**config.mk**
```make
export PLATFORM = sky130hd
export DESIGN_NAME = full_st1_act_out
export DESIGN_NICKNAME = d
export VERILOG_FILES = /design/src/rtl/full_st1_act_out_pkg.sv /design/src/rtl/full_st1_act_fifo.sv /design/src/rtl/full_st1_act_out.sv
export SDC_FILE = /design/constraint.sdc
export NUM_CORES = 1
export LEC_CHECK = 0
export CAP_MARGIN = 10
export CORE_AREA = 2 2 176 178
export DETAILED_ROUTE_END_ITERATION = 12
export DIE_AREA = 0 0 178 180
export GPL_TIMING_DRIVEN = 0
export PLACE_DENSITY_LB_ADDON = 0.1
export REMOVE_ABC_BUFFERS = 1
export SETUP_SLACK_MARGIN = 0.15
export SLEW_MARGIN = 10
export SYNTH_ARGS = -nofsm -noshare
export SYNTH_HDL_FRONTEND = slang
export SYNTH_SLANG_ARGS = --single-unit
export TNS_END_PERCENT = 5
```
**constraint.sdc**
```tcl
create_clock -name clk -period 5.2 [get_ports clk]
set_input_delay 0.78 -clock clk [delete_from_list [all_inputs] [get_ports clk]]
set_output_delay 0.78 -clock clk [all_outputs]
set_load 0.01 [all_outputs]
```
**src/rtl/full_st1_act_out_pkg.sv**
```systemverilog
// Shared types for the stage-1 activation output block: the float_24_8
// element format, its zero constant and the activation mode encoding.
// Used by full_st1_act_out and full_st1_act_fifo.
package full_st1_act_out_pkg;

    // Single-precision-style float: sign, 8-bit exponent, 23 stored mantissa
    // bits (24 with the hidden bit).
    typedef struct packed {
        logic        sign;
        logic [7:0]  exponent;
        logic [22:0] mantissa;
    } float_24_8;

    localparam int FLOAT_24_8_W = $bits(float_24_8);

    // All-zero encoding is +0.0; ReLU stores this for negative inputs.
    localparam float_24_8 FLOAT_24_8_ZERO = '0;

    typedef enum logic {
        ACT_BYPASS = 1'b0,
        ACT_RELU   = 1'b1
    } act_mode_t;

    // Width of one FIFO entry: element plus fst and mask flags.
    localparam int ACT_ENTRY_W = FLOAT_24_8_W + 2;

endpackage

```
**src/rtl/full_st1_act_fifo.sv**
```systemverilog
// Generic synchronous FIFO with a combinational view of the head entry.
// Pointers carry one extra wrap bit so full and empty are distinguished
// without a separate occupancy counter. A write while full is dropped and a
// read while empty is ignored; there is no write-through when full.
module full_st1_act_fifo
    import full_st1_act_out_pkg::*;
#(
    parameter int WIDTH = ACT_ENTRY_W,
    parameter int DEPTH = 8
) (
    input  logic             clk,
    input  logic             reset,
    input  logic             wr_en,
    input  logic [WIDTH-1:0] wr_data,
    input  logic             rd_en,
    output logic [WIDTH-1:0] rd_data,
    output logic             full,
    output logic             empty
);

    localparam int AW = $clog2(DEPTH);
    localparam logic [AW:0] PTR_ONE = {{AW{1'b0}}, 1'b1};

    logic [WIDTH-1:0] mem [DEPTH];
    logic [AW:0]      wr_ptr_reg;
    logic [AW:0]      rd_ptr_reg;
    logic             do_wr;
    logic             do_rd;

    assign do_wr = wr_en && !full;
    assign do_rd = rd_en && !empty;

    // Same index with opposite wrap bits means the write side lapped the read side.
    assign full  = (wr_ptr_reg[AW] != rd_ptr_reg[AW]) &&
                   (wr_ptr_reg[AW-1:0] == rd_ptr_reg[AW-1:0]);
    assign empty = (wr_ptr_reg == rd_ptr_reg);

    // Pointer advance; both may move in one cycle, leaving occupancy unchanged.
    always_ff @(posedge clk or negedge reset) begin
        if (!reset) begin
            wr_ptr_reg <= '0;
            rd_ptr_reg <= '0;
        end else begin
            if (do_wr) begin
                wr_ptr_reg <= wr_ptr_reg + PTR_ONE;
            end
            if (do_rd) begin
                rd_ptr_reg <= rd_ptr_reg + PTR_ONE;
            end
        end
    end

    // Storage array; contents need no reset since empty gates the head.
    always_ff @(posedge clk) begin
        if (do_wr) begin
            mem[wr_ptr_reg[AW-1:0]] <= wr_data;
        end
    end

    assign rd_data = mem[rd_ptr_reg[AW-1:0]];

endmodule

```
**src/rtl/full_st1_act_out.sv**
```systemverilog
// Stage-1 activation output block. Takes the stage-1 forward element stream,
// applies the per-vector activation (bypass or ReLU) at FIFO write, buffers
// results and presents them as the stage-2 stream with a ReLU derivative
// mask bit. A two-state framing FSM checks fst placement, raises a sticky
// frame_err and counts completed vectors.
// Optional build macro: FULL_ST1_ACT_OUT_STATS_EN enables zero_count, which
// counts FIFO writes whose mask is 0; without it zero_count is tied to 0.
module full_st1_act_out
    import full_st1_act_out_pkg::*;
#(
    parameter int DEPTH   = 8,
    parameter int VEC_LEN = 16
) (
    input  logic        clk,
    input  logic        reset,
    input  float_24_8   stage_1_data_out,
    input  logic        stage_1_data_out_fst,
    input  logic        stage_1_data_out_vld,
    output logic        stage_1_data_out_rdy,
    input  logic        act_mode,
    output float_24_8   stage_2_data,
    output logic        stage_2_data_fst,
    output logic        stage_2_data_mask,
    output logic        stage_2_data_vld,
    input  logic        stage_2_data_rdy,
    input  logic        clear,
    output logic        frame_err,
    output logic [15:0] vec_count,
    output logic [15:0] zero_count
);

    typedef enum logic {
        WAIT_FST = 1'b0,
        IN_VEC   = 1'b1
    } frame_state_t;

    localparam logic [15:0] VEC_LEN_U = 16'(VEC_LEN);
    localparam logic [15:0] ONE_U     = 16'd1;

    frame_state_t state_reg, state_next;
    logic [15:0]  index_reg, index_next;
    act_mode_t    mode_reg, mode_next;
    logic         live_reg;
    logic         frame_err_reg;
    logic [15:0]  vec_count_reg;

    logic         accept;
    logic         wr_en;
    logic         vec_done;
    logic         err_set;
    logic [15:0]  index_inc;
    act_mode_t    elem_mode;
    float_24_8    act_value;
    logic         act_mask;

    logic [ACT_ENTRY_W-1:0] fifo_wr_data;
    logic [ACT_ENTRY_W-1:0] fifo_rd_data;
    logic                   fifo_full;
    logic                   fifo_empty;
    float_24_8              head_value;
    logic                   head_fst;
    logic                   head_mask;

    // rdy stays low while reset is held and rises on the first edge after release.
    assign stage_1_data_out_rdy = live_reg && !fifo_full;
    assign accept               = stage_1_data_out_vld && stage_1_data_out_rdy;
    assign index_inc            = index_reg + ONE_U;

    // Marks the block live one edge after reset release.
    always_ff @(posedge clk or negedge reset) begin
        if (!reset) begin
            live_reg <= 1'b0;
        end else begin
            live_reg <= 1'b1;
        end
    end

    // A first element uses the mode presented with it; the rest of the vector uses the latch.
    always_comb begin
        elem_mode = stage_1_data_out_fst ? act_mode_t'(act_mode) : mode_reg;
        act_value = stage_1_data_out;
        act_mask  = 1'b1;
        if (elem_mode == ACT_RELU && stage_1_data_out.sign) begin
            act_value = FLOAT_24_8_ZERO;
            act_mask  = 1'b0;
        end
    end

    assign fifo_wr_data = {act_value, stage_1_data_out_fst, act_mask};

    // Framing FSM next-state: decides write, error and vector completion per accepted element.
    always_comb begin
        state_next = state_reg;
        index_next = index_reg;
        mode_next  = mode_reg;
        wr_en      = 1'b0;
        vec_done   = 1'b0;
        err_set    = 1'b0;
        if (accept) begin
            if (stage_1_data_out_fst) begin
                // A fst inside a vector abandons the partial vector and restarts.
                err_set   = (state_reg == IN_VEC);
                wr_en     = 1'b1;
                mode_next = act_mode_t'(act_mode);
                if (VEC_LEN_U == ONE_U) begin
                    vec_done   = 1'b1;
                    index_next = '0;
                    state_next = WAIT_FST;
                end else begin
                    index_next = ONE_U;
                    state_next = IN_VEC;
                end
            end else if (state_reg == WAIT_FST) begin
                // Orphan element: consumed but dropped.
                err_set = 1'b1;
            end else begin
                wr_en = 1'b1;
                if (index_inc == VEC_LEN_U) begin
                    vec_done   = 1'b1;
                    index_next = '0;
                    state_next = WAIT_FST;
                end else begin
                    index_next = index_inc;
                end
            end
        end
    end

    // Framing FSM state, element index and latched activation mode.
    always_ff @(posedge clk or negedge reset) begin
        if (!reset) begin
            state_reg <= WAIT_FST;
            index_reg <= '0;
            mode_reg  <= ACT_BYPASS;
        end else begin
            state_reg <= state_next;
            index_reg <= index_next;
            mode_reg  <= mode_next;
        end
    end

    // Sticky framing error and completed-vector count; a coinciding event beats clear.
    always_ff @(posedge clk or negedge reset) begin
        if (!reset) begin
            frame_err_reg <= 1'b0;
            vec_count_reg <= '0;
        end else begin
            if (err_set) begin
                frame_err_reg <= 1'b1;
            end else if (clear) begin
                frame_err_reg <= 1'b0;
            end
            if (vec_done) begin
                vec_count_reg <= vec_count_reg + ONE_U;
            end else if (clear) begin
                vec_count_reg <= '0;
            end
        end
    end

    assign frame_err = frame_err_reg;
    assign vec_count = vec_count_reg;

`ifdef FULL_ST1_ACT_OUT_STATS_EN
    logic [15:0] zero_count_reg;

    // Counts elements zeroed by ReLU as they enter the FIFO.
    always_ff @(posedge clk or negedge reset) begin
        if (!reset) begin
            zero_count_reg <= '0;
        end else if (wr_en && !act_mask) begin
            zero_count_reg <= zero_count_reg + ONE_U;
        end else if (clear) begin
            zero_count_reg <= '0;
        end
    end

    assign zero_count = zero_count_reg;
`else
    assign zero_count = '0;
`endif

    full_st1_act_fifo #(
        .WIDTH (ACT_ENTRY_W),
        .DEPTH (DEPTH)
    ) u_fifo (
        .clk     (clk),
        .reset   (reset),
        .wr_en   (wr_en),
        .wr_data (fifo_wr_data),
        .rd_en   (stage_2_data_rdy),
        .rd_data (fifo_rd_data),
        .full    (fifo_full),
        .empty   (fifo_empty)
    );

    assign {head_value, head_fst, head_mask} = fifo_rd_data;

    // Head fields are forced to zero while the FIFO is empty so idle outputs read 0.
    assign stage_2_data_vld  = !fifo_empty;
    assign stage_2_data      = fifo_empty ? FLOAT_24_8_ZERO : head_value;
    assign stage_2_data_fst  = !fifo_empty && head_fst;
    assign stage_2_data_mask = !fifo_empty && head_mask;

endmodule
```
Figure 1. The metal 4 layer.
Scale bar: 50 µm.
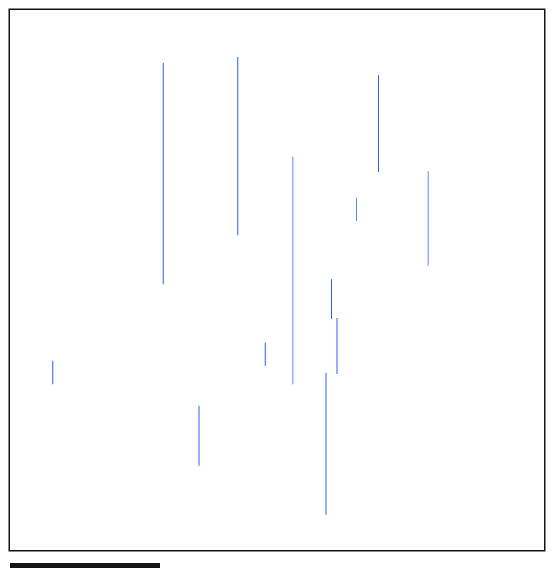
nets with wire on the layer: 7
wire length on this layer: 392 µm
share of all routed wire: 1.4%
WL final: 28400 µm
DR vias: 7398

Figure 2. Congestion heat map.
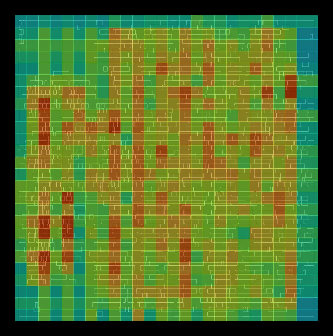
GRT met2 Usage: 0.319
Routed WL per cell: 21.0 µm
Core Util, Final: 0.538
GRT Max-Usage Layer: met2

Figure 3. Met3 routing.
Scale bar: 50 µm.
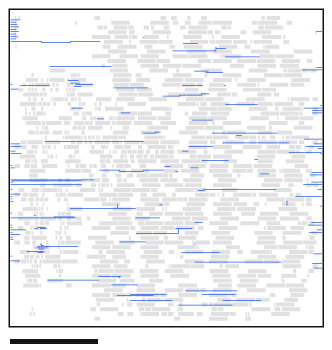
main direction: horizontal
wire length on this layer: 1480 µm
global routing usage on met3: 0.0341

Figure 4. The metal 1 layer.
Scale bar: 50 µm.
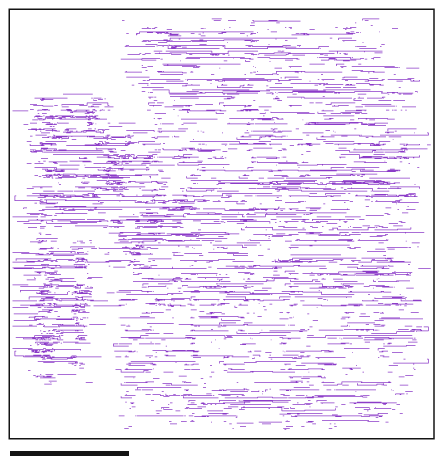
wire length on this layer: 11800 µm
nets with wire on the layer: 878
main direction: horizontal
grt met1 use: 0.239

==> results_dict.tcl <==
# flow metrics
set metrics [dict create \
    drc 0 \
    hold_buffers 0 \
    synth_chip_area_um2 13400 \
    outcome "completed" \
    tool_warnings 25 \
    p_total_uw 8240 \
    io_pins 108 \
    comb_power_share 0.320 \
    startpoint "stage_1_data_out_fst" \
    leakagePower_uw 0.00560 \
    cts.sinks 316 \
    r2r_setup_slack_ps 1310 \
    place.gp.congestion 0.781 \
    grt_pass1_wl_um 44400 \
    ys_top_cells_by_count "edfxtp_1 (272), mux4_2 (68), nor2_1 (61)" \
    synth_cells 804 \
    crit_path_end "u_fifo.mem[1][32]" \
    maxCapViolations 0 \
    grt_use_total 0.183 \
    grt-ovfl-total 0 \
    grt_pass1_vias 7900 \
    async_reset_ff_frac 0.139 \
    fin_nets 976 \
    max_freq_ghz 0.213 \
    required_ps 5410 \
    worstPathArrival_ps 4900 \
    setup_violations 0 \
    initCoreUtil 0.445 \
    power.share.clock 0.284 \
    startpoint_type "primary input" \
    largest_reg_flops 272 \
    grt_max_degree 43 \
    syn_avg_cell_area_um2 16.7 \
    antenna_found_initial 0 \
    adder_share 0.00466 \
    edf_count 272 \
    reg2regPathDepth 8 \
    postCtsResizedCells 0 \
    final_layout_size_suffix_gt1_frac 0.211 \
]
## power groups by stage
stage               Clock, µW  Sequential (µW)  Combinational [µW]
floorplan                   0             3430                1400
global placement            0             3620                2360
detailed placement          0             3320                2700
CTS                      2400             3270                2710
global route             2500             3300                2860
finish                   2340             3260                2640
## through the flow
stage	cells	hold WS (ps)	worst slack, ps	TNS, ps	area, µm²
after floorplan	758	462	-2630	-429380	13200
after global placement	1245	476	-8070	-1777030	14600
after detailed placement	1291	492	-104	-725	15200
after CTS	1353	163	413	0	16300
after global routing	1353	185	214	0	16300
final	1353	184	513	0	16300
## layout make-up
cell class                 count  share of cell area
sequential                   316               0.571
inverter                      19             0.00439
timing repair buffer         137              0.0881
tap                          396              0.0305
multi-input combinational    423               0.238
clock buffer                  47              0.0605
clock inverter                15             0.00724
## cell families (layout without fill, tap and decap cells)
kind of cell,after synthesis,in the layout
AND-OR/OR-AND,73,73
XOR/XNOR,13,13
adder cells (fa/ha/maj),5,5
buffers and inverters,80,218
flip-flops,316,316
multiplexers,109,109
other,2,17
AND/OR/NAND/NOR,206,206
## routing by layer
metal,wire length [µm],vias to the layer above,global-route usage,part of all wire
met5,0,-,0,0
met4,391,0,0.0380,0.014
met3,1480,32,0.0341,0.052
met2,14800,194,0.319,0.52
met1,11800,3830,0.239,0.42
li1,-,3342,-,-
## worst max-delay path, stage by stage
cell and delay (ps):
clkdlybuf4s50_1 1090, inv_1 350, ha_1 310, nor2_1 630
nand2_1 360, nor3_2 640, buf_4 330, buf_4 220
buf_6 170
No activity file was given, so power comes from the tool's default toggle rates.
